===== src/rtl/mul_div_pkg.sv =====
// Shared encodings and constants for the iterative multiply/divide unit.
package mul_div_pkg;

    localparam logic [1:0] OP_MUL  = 2'b00;
    localparam logic [1:0] OP_UDIV = 2'b01;
    localparam logic [1:0] OP_SDIV = 2'b10;
    localparam logic [1:0] OP_RSVD = 2'b11;

    localparam int ITERATIONS = 64;

    typedef enum logic [2:0] {
        IDLE,
        MUL,
        DIV,
        SIGNFIX,
        FINISH
    } state_e;

endpackage


===== src/rtl/mul_div_unit.sv =====
// Iterative 64-bit multiply / restoring divide, one bit per cycle.
// Define MUL_DIV_SDIV_EN to add signed division (Op = 10).
module mul_div_unit
    import mul_div_pkg::*;
(
    input  logic        clk,
    input  logic        reset,
    input  logic        Start,
    input  logic [1:0]  Op,
    input  logic [63:0] A,
    input  logic [63:0] B,
    output logic        Busy,
    output logic        Done,
    output logic [63:0] Result,
    output logic        DivByZero
);

    state_e         state_q, state_d;
    logic [6:0]     cnt_q, cnt_d;
    logic [127:0]   acc_q, acc_d;
    logic [63:0]    b_q, b_d;
    logic [63:0]    result_q, result_d;
    logic           dbz_q, dbz_d;
    logic           last;
    logic           is_div;
    logic [64:0]    mul_sum;
    logic [64:0]    div_rem;
    logic [64:0]    div_diff;

`ifdef MUL_DIV_SDIV_EN
    logic           sdiv_q, sdiv_d;
    logic           neg_q, neg_d;
    assign is_div = (Op == OP_UDIV) || (Op == OP_SDIV);
`else
    assign is_div = (Op == OP_UDIV);
`endif

    assign last     = (cnt_q == 7'(ITERATIONS - 1));
    // acc holds {product, multiplier} for MUL, {remainder, quotient} for DIV
    assign mul_sum  = {1'b0, acc_q[127:64]} + {1'b0, (acc_q[0] ? b_q : 64'd0)};
    assign div_rem  = acc_q[127:63];
    assign div_diff = div_rem - {1'b0, b_q};

    always_ff @(posedge clk) begin
        if (reset) begin
            state_q <= IDLE;
        end else begin
            state_q <= state_d;
        end
    end

    always_comb begin
        state_d = state_q;
        unique case (state_q)
            IDLE: begin
                if (Start) begin
                    if (Op == OP_MUL) begin
                        state_d = MUL;
                    end else if (is_div && (B != '0)) begin
                        state_d = DIV;
                    end else begin
                        state_d = FINISH;
                    end
                end
            end
            MUL: begin
                if (last) state_d = FINISH;
            end
            DIV: begin
                if (last) begin
`ifdef MUL_DIV_SDIV_EN
                    state_d = sdiv_q ? SIGNFIX : FINISH;
`else
                    state_d = FINISH;
`endif
                end
            end
`ifdef MUL_DIV_SDIV_EN
            SIGNFIX: state_d = FINISH;
`endif
            FINISH:  state_d = IDLE;
            default: state_d = IDLE;
        endcase
    end

    always_comb begin
        Busy      = (state_q == MUL) || (state_q == DIV) || (state_q == SIGNFIX);
        Done      = (state_q == FINISH);
        DivByZero = Done && dbz_q;
        Result    = result_q;
    end

    always_comb begin
        acc_d    = acc_q;
        b_d      = b_q;
        cnt_d    = cnt_q;
        dbz_d    = dbz_q;
        result_d = result_q;
`ifdef MUL_DIV_SDIV_EN
        sdiv_d   = sdiv_q;
        neg_d    = neg_q;
`endif
        unique case (state_q)
            IDLE: begin
                if (Start) begin
                    acc_d = {64'd0, A};
                    b_d   = B;
                    cnt_d = '0;
                    dbz_d = is_div && (B == '0);
`ifdef MUL_DIV_SDIV_EN
                    sdiv_d = (Op == OP_SDIV);
                    neg_d  = A[63] ^ B[63];
                    if (Op == OP_SDIV) begin
                        acc_d[63:0] = A[63] ? -A : A;
                        b_d         = B[63] ? -B : B;
                    end
`endif
                end
            end
            MUL: begin
                acc_d = {mul_sum, acc_q[63:1]};
                cnt_d = cnt_q + 7'd1;
            end
            DIV: begin
                if (!div_diff[64]) begin
                    acc_d = {div_diff[63:0], acc_q[62:0], 1'b1};
                end else begin
                    acc_d = {div_rem[63:0], acc_q[62:0], 1'b0};
                end
                cnt_d = cnt_q + 7'd1;
            end
`ifdef MUL_DIV_SDIV_EN
            SIGNFIX: begin
                if (neg_q) acc_d[63:0] = -acc_q[63:0];
            end
`endif
            default: ;
        endcase
        // Zero-divisor and reserved ops jump straight from IDLE with Result = 0
        if ((state_d == FINISH) && (state_q != FINISH)) begin
            result_d = (state_q == IDLE) ? 64'd0 : acc_d[63:0];
        end
    end

    always_ff @(posedge clk) begin
        if (reset) begin
            acc_q    <= '0;
            b_q      <= '0;
            cnt_q    <= '0;
            dbz_q    <= 1'b0;
            result_q <= '0;
`ifdef MUL_DIV_SDIV_EN
            sdiv_q   <= 1'b0;
            neg_q    <= 1'b0;
`endif
        end else begin
            acc_q    <= acc_d;
            b_q      <= b_d;
            cnt_q    <= cnt_d;
            dbz_q    <= dbz_d;
            result_q <= result_d;
`ifdef MUL_DIV_SDIV_EN
            sdiv_q   <= sdiv_d;
            neg_q    <= neg_d;
`endif
        end
    end

endmodule


===== config.mk =====
export PLATFORM = sky130hd
export DESIGN_NAME = mul_div_unit
export DESIGN_NICKNAME = d
export VERILOG_FILES = /design/src/rtl/mul_div_pkg.sv /design/src/rtl/mul_div_unit.sv
export SDC_FILE = /design/constraint.sdc
export NUM_CORES = 1
export LEC_CHECK = 0
export CAP_MARGIN = 20
export CORE_UTILIZATION = 53
export CTS_CLUSTER_SIZE = 8
export DETAILED_ROUTE_END_ITERATION = 8
export PLACE_DENSITY = 0.79
export SLEW_MARGIN = 25
export SYNTH_ARGS = -nofsm -noshare
export SYNTH_HDL_FRONTEND = slang
export SYNTH_SLANG_ARGS = --single-unit

===== constraint.sdc =====
create_clock -name clk -period 4 [get_ports clk]
set_clock_uncertainty 0.05 [all_clocks]
set_input_delay 0.8 -clock clk [delete_from_list [all_inputs] [get_ports clk]]
set_output_delay 0.8 -clock clk [all_outputs]
set_load 0.02 [all_outputs]

Run 1, track usage over the die:
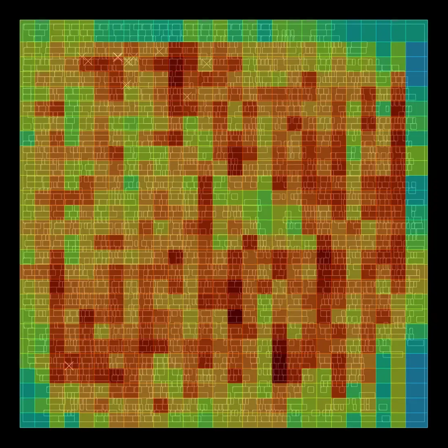
met3 usage: 0.0762
gr busiest metal: met2
GRT Overall Usage: 0.351
detailed-route wire length per cell: 21.4 µm
M2 GR Usage: 0.573

Run 1, gate-type map:
The bar under the picture is 50 µm long.
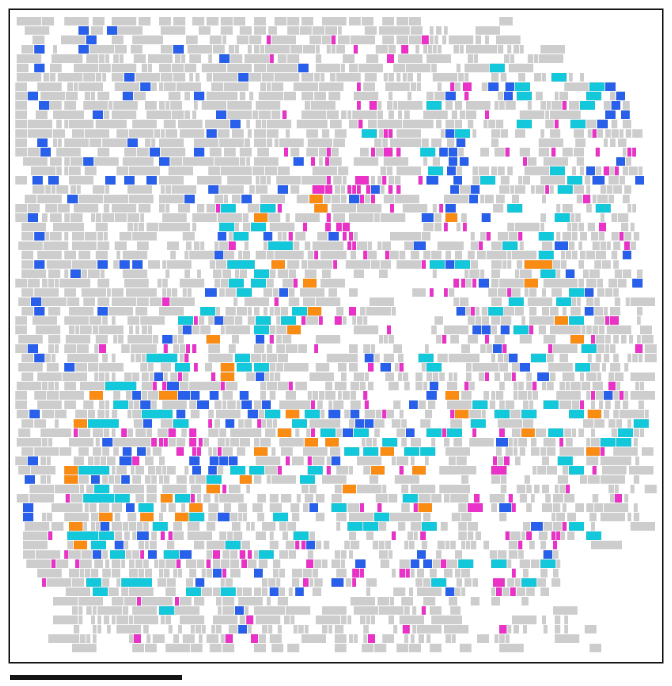
[magenta] NOR gates | cells: 225 | most used: nor2_1
[blue] AND-OR and OR-AND gates | cells: 182 | most used: a21o_1 | where: widely spread
[orange] multiplexers | cells: 44 | most used: mux2_2
[cyan] adder and majority cells | cells: 131 | most used: ha_1

==> reports/results.ini, run 1 <==
[run_status]
status=finished, violations left
violations=DRC

[logic_synthesis]
top_cells_by_count=nand2_1 (329), a21oi_1 (303), dfxtp_1 (267)
netlist.top_cell.by_area=dfxtp_1
synthesis.nets=2668
ys.flops=267
ys.warnings.count=0
top_cell=nand2_1
synthAoiAreaFrac=0.303
top_cell_area_share=0.287
synth_stat.cells=2404
top_cells_by_area=dfxtp_1 (29%), ha_1 (8.7%), a21oi_1 (8.1%), nand2_1 (6.6%), a222oi_1 (5.6%)
syn_avg_cell_area_um2=7.76
ys_sh_mux=0.0265
ys_area_mm2=0.0186
synth_xor_xnor_area_share=0.0554
yosys.stat.seqShare=0.287
logic_family=AND-OR/OR-AND gates
synth_cells=2404
netlist_area_mm2=0.0186

[route]
drtIter0Drc=2246
drc_errors=19
drt_first_pass_iters=9
avgViaCountPerCell=6.44
ant_nets=0
totalWireLength_mm=64.8

[global_routing]
grt_max_degree=102
gr-total-overflow=0
grt_pass1_vias=18805
grt_pass1_wl_mm=101

[final_timing]
hold_viol_final=0
setup_viol=0
rsz0062_at_grt=true
fmax_mhz=254
layout_setup_ws_ns=0.0681
finalSetupTns_ns=0
min_period_ns=3.93
hold_ws_ns=0.419
slew_viol_final=0
maxSlewHeadroom=0.412

[cts]
htreeDepth=2
cts_made_buffers=39
cts_tree=yes
clock_latency_ns=0.58
path_clk_slew_ns=0.06
clk_root_buffer_cell=clkbuf_16
clkSinkCount=267
holdBufCountCts=0

[power]
power_density_mw_per_mm2=362
p_leak_nw=9.48

[die]
core_mm2=0.0345
dieHeight_um=190
fp.dieW_um=190
die_area_mm2=0.0359
ios=200

[flow_run]
cap_violations=0
warnings=29

[finish]
stdcell_area_mm2=0.0227
fillers=2961
fin_nets=2835
final_util=0.657
stdcell_count=3033
areaGrowthSynthToFinish_pct=21.7
drive_gt1_frac=0.0877

[worst_setup_path]
arrival_ns=4.36
end_kind=register
r2r_slack_ns=0.07
cp_max_fo=4
criticalPathCategory=reg2reg
cp-start-kind=register
worstPathRequired_ns=4.43

[placement]
hpwlAfterDp_mm=47.0
buffer_ports.inserted=199
gp_congestion=0.980
placed_area_mm2=0.0213

[hold_path]
hold_path.class=reg2reg

Run 1, metal 1:
The bar under the picture is 50 µm long. Supply wires on this layer in grey.
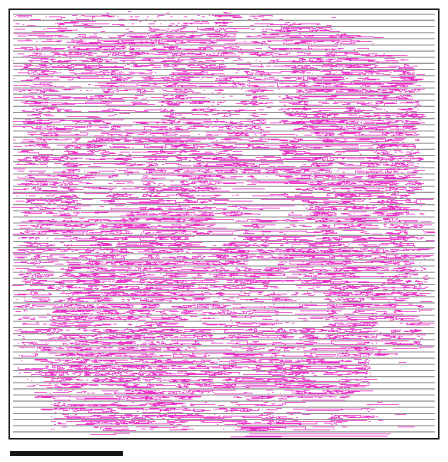
main direction: horizontal
share of all routed wire: 41%
wire length on this layer: 26.4 mm
longest straight run: 63.0 µm
nets with wire on the layer: 2699

Run 1, met3 routing:
The bar under the picture is 50 µm long. Cells faint in the background.
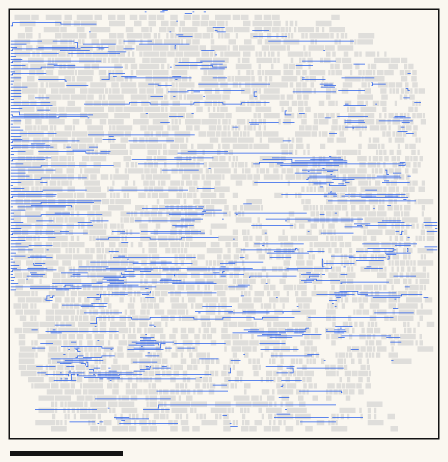
main direction: horizontal
share of all routed wire: 9.4%
nets with wire on the layer: 395

-- run 1: final cells by class --
| cell class | instances | area [µm²] | share of cell area |
|---|---|---|---|
| antenna | 1 | 2.50 | 0.000110 |
| clock buffer | 44 | 995 | 0.0438 |
| clock inverter | 3 | 80.1 | 0.00353 |
| inverter | 98 | 368 | 0.0162 |
| multi-input combinational | 1873 | 12500 | 0.552 |
| sequential | 267 | 5350 | 0.236 |
| tap | 455 | 569 | 0.0251 |
| timing repair buffer | 292 | 2800 | 0.123 |
-- run 1: state kept, by name (all words and copies together) (netlist names) --
signal and flops:
acc_q 128, Result 64, b_q 64, cnt_q 7, state_q 3, dbz_q 1
-- run 1: path summary, 6_finish.rpt --
path,from,endpoint,cells after the start
max,b_q[3]$_SDFFE_PP0P_,acc_q[123]$_SDFFE_PP0P_,13
min,Result[30]$_SDFFE_PP0P_,Result[30]$_SDFFE_PP0P_,1
max reg2reg,b_q[3]$_SDFFE_PP0P_,acc_q[123]$_SDFFE_PP0P_,13
min reg2reg,Result[30]$_SDFFE_PP0P_,Result[30]$_SDFFE_PP0P_,1
-- run 1: where the power goes --
part | leakage [nW] | switching, mW | total [mW] | internal, mW
combinational | 6.79 | 1.31 | 2.28 | 0.964
clock | 0.519 | 1.26 | 3.02 | 1.76
sequential | 2.17 | 0.133 | 2.92 | 2.79
-- run 1: logic make-up after synthesis --
| logic type | Yosys count |
|---|---|
| compound gates | 826 |
| xor+xnor | 118 |
| fa+ha+maj | 131 |
| buf+inv | 264 |
| flops | 267 |
| mux | 44 |
| simple gates | 754 |
-- run 1: worst max-delay path, stage by stage (launching register included) --
cell and delay, ns:
dfxtp_1 0.35, inv_1 0.05, ha_1 0.32, and2_1 0.20, a221oi_1 0.46, a211o_1 0.26, nand3_1 0.19, a21oi_1 0.44
o21ai_0 0.26, o21ai_0 0.45, o21ai_0 0.19, xnor2_1 0.31, nand2_1 0.10, a311oi_1 0.21
-- run 1: timing repair --
item / in CTS / in global routing
cloned: 0 / 2
setup endpoints to repair: 14 / 47
buffers inserted: 0 / 2
pin swaps: 0 / 11
resized: 4 / 39
-- run 1: placed cells by master, fill, tap and decap left out, types with 8 or more instances in the layout --
cell and n:
nor2b_1 9, o21ai_0 85, a31oi_1 16, xor2_1 46
a221oi_1 8, a22o_1 60, xnor2_1 72, a222oi_1 104
o211ai_1 12, and2_1 75, o21a_1 19, ha_4 8
a22oi_1 24, or3_1 8, o21bai_1 25, and3_1 18
nand2b_1 12, nor4_1 22, nand4_1 45, inv_1 98
nand3_1 19, a21oi_1 301, clkdlybuf4s50_1 198, clkbuf_16 41
ha_1 121, buf_4 84, mux2_2 39, dfxtp_1 265
nand2_1 327, a21o_1 67, a211oi_1 19, nor3_1 20
o22ai_1 9, nor2_1 166
-- run 1: routing by layer --
layer  global-route usage  vias up  share of wire
met5                    0        -              0
li1                     -     9183              -
met3               0.0762      166          0.094
met4                0.134        0          0.036
met2                0.573     1001           0.46
met1                0.451     9177           0.41
--- run 2 (diff from run 1) ---
--- a/config.mk
+++ b/config.mk
@@ -6,10 +6,10 @@
 export NUM_CORES = 1
 export LEC_CHECK = 0
 export CAP_MARGIN = 20
-export CORE_UTILIZATION = 53
+export CORE_UTILIZATION = 45
 export CTS_CLUSTER_SIZE = 8
 export DETAILED_ROUTE_END_ITERATION = 8
-export PLACE_DENSITY = 0.79
+export PLACE_DENSITY = 0.68
 export SLEW_MARGIN = 25
 export SYNTH_ARGS = -nofsm -noshare
 export SYNTH_HDL_FRONTEND = slang
Run 2, close-up of the layout:
The bar under the picture is 10 µm long. Region (134, 31) to (174, 71) µm. Cells in grey, sequential cells in the stronger grey; small squares are vias.
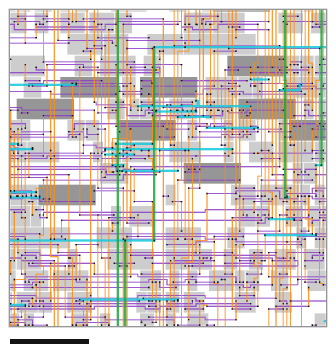
[cyan] met3
[orange] met2
[purple] met1
[green] met4
most frequent: nor2_1 (13), a21oi_1 (11), ha_1 (10)
netlist names of flops here include: acc_q (8), b_q (1)
sequential cells in the window: 9
cells with their middle in the window: 117

==> reports/results.ini, run 2 <==
[final_timing]
hold_ws_ns=0.417  ; -0.00235 ns
setup_viol=0  ; unchanged
min_period_ns=3.90  ; -0.0312 ns
slew_viol_final=0  ; unchanged
maxSlewHeadroom=0.300  ; -0.112
fmax_mhz=256  ; +0.80%
hold_viol_final=0  ; unchanged

[placement]
buffer_ports.inserted=199  ; unchanged
hpwlAfterDp_mm=46.7  ; -0.70%
gp_congestion=0.946  ; -3.4%

[logic_synthesis]
synthesis.nets=2668  ; unchanged
syn_avg_cell_area_um2=7.76  ; unchanged
yosys.stat.seqShare=0.287  ; unchanged
netlist_area_mm2=0.0186  ; unchanged
top_cells_by_area=dfxtp_1 (29%), ha_1 (8.7%), a21oi_1 (8.1%), nand2_1 (6.6%), a222oi_1 (5.6%)
ys.flops=267  ; unchanged
ys.warnings.count=0  ; unchanged
netlist.top_cell.by_area=dfxtp_1
ys_area_mm2=0.0186  ; unchanged
top_cell=nand2_1
top_cell_area_share=0.287  ; unchanged
synth_cells=2404  ; unchanged
top_cells_by_count=nand2_1 (329), a21oi_1 (303), dfxtp_1 (267)

[worst_setup_path]
criticalPathCategory=reg2reg
cp-start-kind=register
crit_buf_inv=1  ; unchanged
cp_max_fo=8  ; +4
worstPathRequired_ns=4.42  ; about the same
cpPeakStageDelay_ns=0.43  ; -0.03 ns
cp_cell_sequence=inv_1 > ha_1 > nand3_1 > nor3_1 > a22oi_2 > a31o_2 > o211a_1 > a31oi_1 > a21oi_1 > o21bai_1 > a21oi_1 > xnor2_1 > a211o_1
arrival_ns=4.32  ; -0.04 ns
timing.critical_path.mode_cell=a21oi_1
end_kind=register
crit_family=AND-OR/OR-AND gates
worst_path_max_delay_cell=ha_1

[cts]
clock_latency_ns=0.58  ; about the same
clkSinkCount=267  ; unchanged
cts_tree=yes
clk_root_buffer_cell=clkbuf_16
holdBufCountCts=0  ; unchanged
cts_made_buffers=40  ; +2.6%

[die]
die_area_mm2=0.0423  ; +18%
core_mm2=0.0408  ; +18%
fp.dieW_um=206  ; +8.4%
fp_util=0.457
ios=200  ; unchanged
dieHeight_um=206  ; +8.4%

[power]
power_density_mw_per_mm2=369  ; +1.7%
p_leak_nw=9.42  ; -0.69%

[finish]
fin_nets=2825  ; -0.35%
largest_register=acc_q
stdcell_count=3100  ; +2.2%
largest_register_ffs=128  ; unchanged
fillers=3849  ; +30%
areaGrowthSynthToFinish_pct=21.2
lay_top_cells=nand2_1 (327), a21oi_1 (301), dfxtp_1 (266), clkdlybuf4s50_1 (198), nor2_1 (166)
num_antenna_cells=0  ; -1
layout_top_cell=nand2_1

[route]
drt_first_pass_iters=9  ; unchanged
ant_nets=0  ; unchanged
drc_errors=4  ; -15
avgViaCountPerCell=6.21  ; -3.6%
drtIter0Drc=2302  ; +2.5%
totalWireLength_mm=63.2  ; -2.4%
post_drt_wl_per_cell_um=20.4  ; -4.5%

[flow_run]
warnings=26  ; -10%
cap_violations=0  ; unchanged

[global_routing]
grt_pass1_vias=18100  ; -3.7%
grt_pass1_wl_mm=98.2  ; -3.1%
antenna_found_initial=0

[run_status]
status=finished, violations left
violations=DRC

[hold_path]
hold_path.class=reg2reg

run 2: worst paths after layout:
kind / slack, ns / cells after the start / start / endpoint
worst min register to register: 0.42 / 1 / Result[17]$_SDFFE_PP0P_ / Result[17]$_SDFFE_PP0P_
worst max register to register: 0.1 / 13 / b_q[25]$_SDFFE_PP0P_ / acc_q[121]$_SDFFE_PP0P_
worst max-delay path: 0.1 / 13 / b_q[25]$_SDFFE_PP0P_ / acc_q[121]$_SDFFE_PP0P_
worst min-delay path: 0.42 / 1 / Result[17]$_SDFFE_PP0P_ / Result[17]$_SDFFE_PP0P_
run 2: final cells by class:
| cell class | count | area (µm²) | share of cell area |
|---|---|---|---|
| Inverter | 98 | 368 | 0.0163 |
| Tap cell | 532 | 666 | 0.0295 |
| Timing Repair Buffer | 281 | 2700 | 0.120 |
| Clock buffer | 45 | 1040 | 0.0460 |
| Clock inverter | 4 | 85.1 | 0.00376 |
| Multi-Input combinational cell | 1873 | 12400 | 0.548 |
| Sequential cell | 267 | 5350 | 0.237 |
run 2: repair_timing:
item / 4_1_cts / 5_1_grt
buffers inserted: 0 / 1
endpoints found under the setup margin: 0 / 48
hold endpoints to repair: 0 / 0
gates resized: 0 / 22
run 2: worst register-to-register path, delay by kind of cell, from the launching register on:
kind                       cells  cell delay, ns
AOI/OAI and AO/OA              8            2.16
buffers and inverters          1            0.07
xor gates and xnor gates       1            0.20
DFF                            1            0.42
and+or+nand+nor                2            0.49
adders and majority gates      1            0.43
run 2: kinds of logic after synthesis:
| kind of cell | Yosys count | share of synthesized area |
|---|---|---|
| buffers and inverters | 264 | 0.0541 |
| adders and majority gates | 131 | 0.0887 |
| muxes | 44 | 0.0265 |
| xor gates and xnor gates | 118 | 0.0554 |
| DFF | 267 | 0.287 |
| AOI/OAI and AO/OA | 826 | 0.303 |
| and+or+nand+nor | 754 | 0.185 |
run 2: per-layer routing:
metal | GRT usage | share of wire
met4 | 0.116 | 0.035
met1 | 0.387 | 0.44
met2 | 0.462 | 0.45
met3 | 0.0532 | 0.074
met5 | 0 | 0
run 2: stage by stage:
step	setup slack, ns	power, mW	TNS [ns]	util	instance area [µm²]
after floorplan	0.254	4.38	0	-	18600
after global placement	0.164	5.11	0	0.523	21400
after detailed placement	0.0343	5.13	0	0.523	21400
after CTS	0.0150	8.28	0	0.551	22500
after global routing	-0.00350	8.65	-0.00350	0.553	22600
final	0.0994	8.33	0	0.553	22600
run 2: where the power goes:
part           switching [mW]  leakage [nW]  internal (mW)  total, mW
sequential              0.135          2.17           2.79       2.92
combinational            1.30          6.70          0.967       2.26
clock                    1.30         0.545           1.84       3.14
total                    2.74          9.42           5.59       8.33
No activity file was given, so power comes from the tool's default toggle rates.
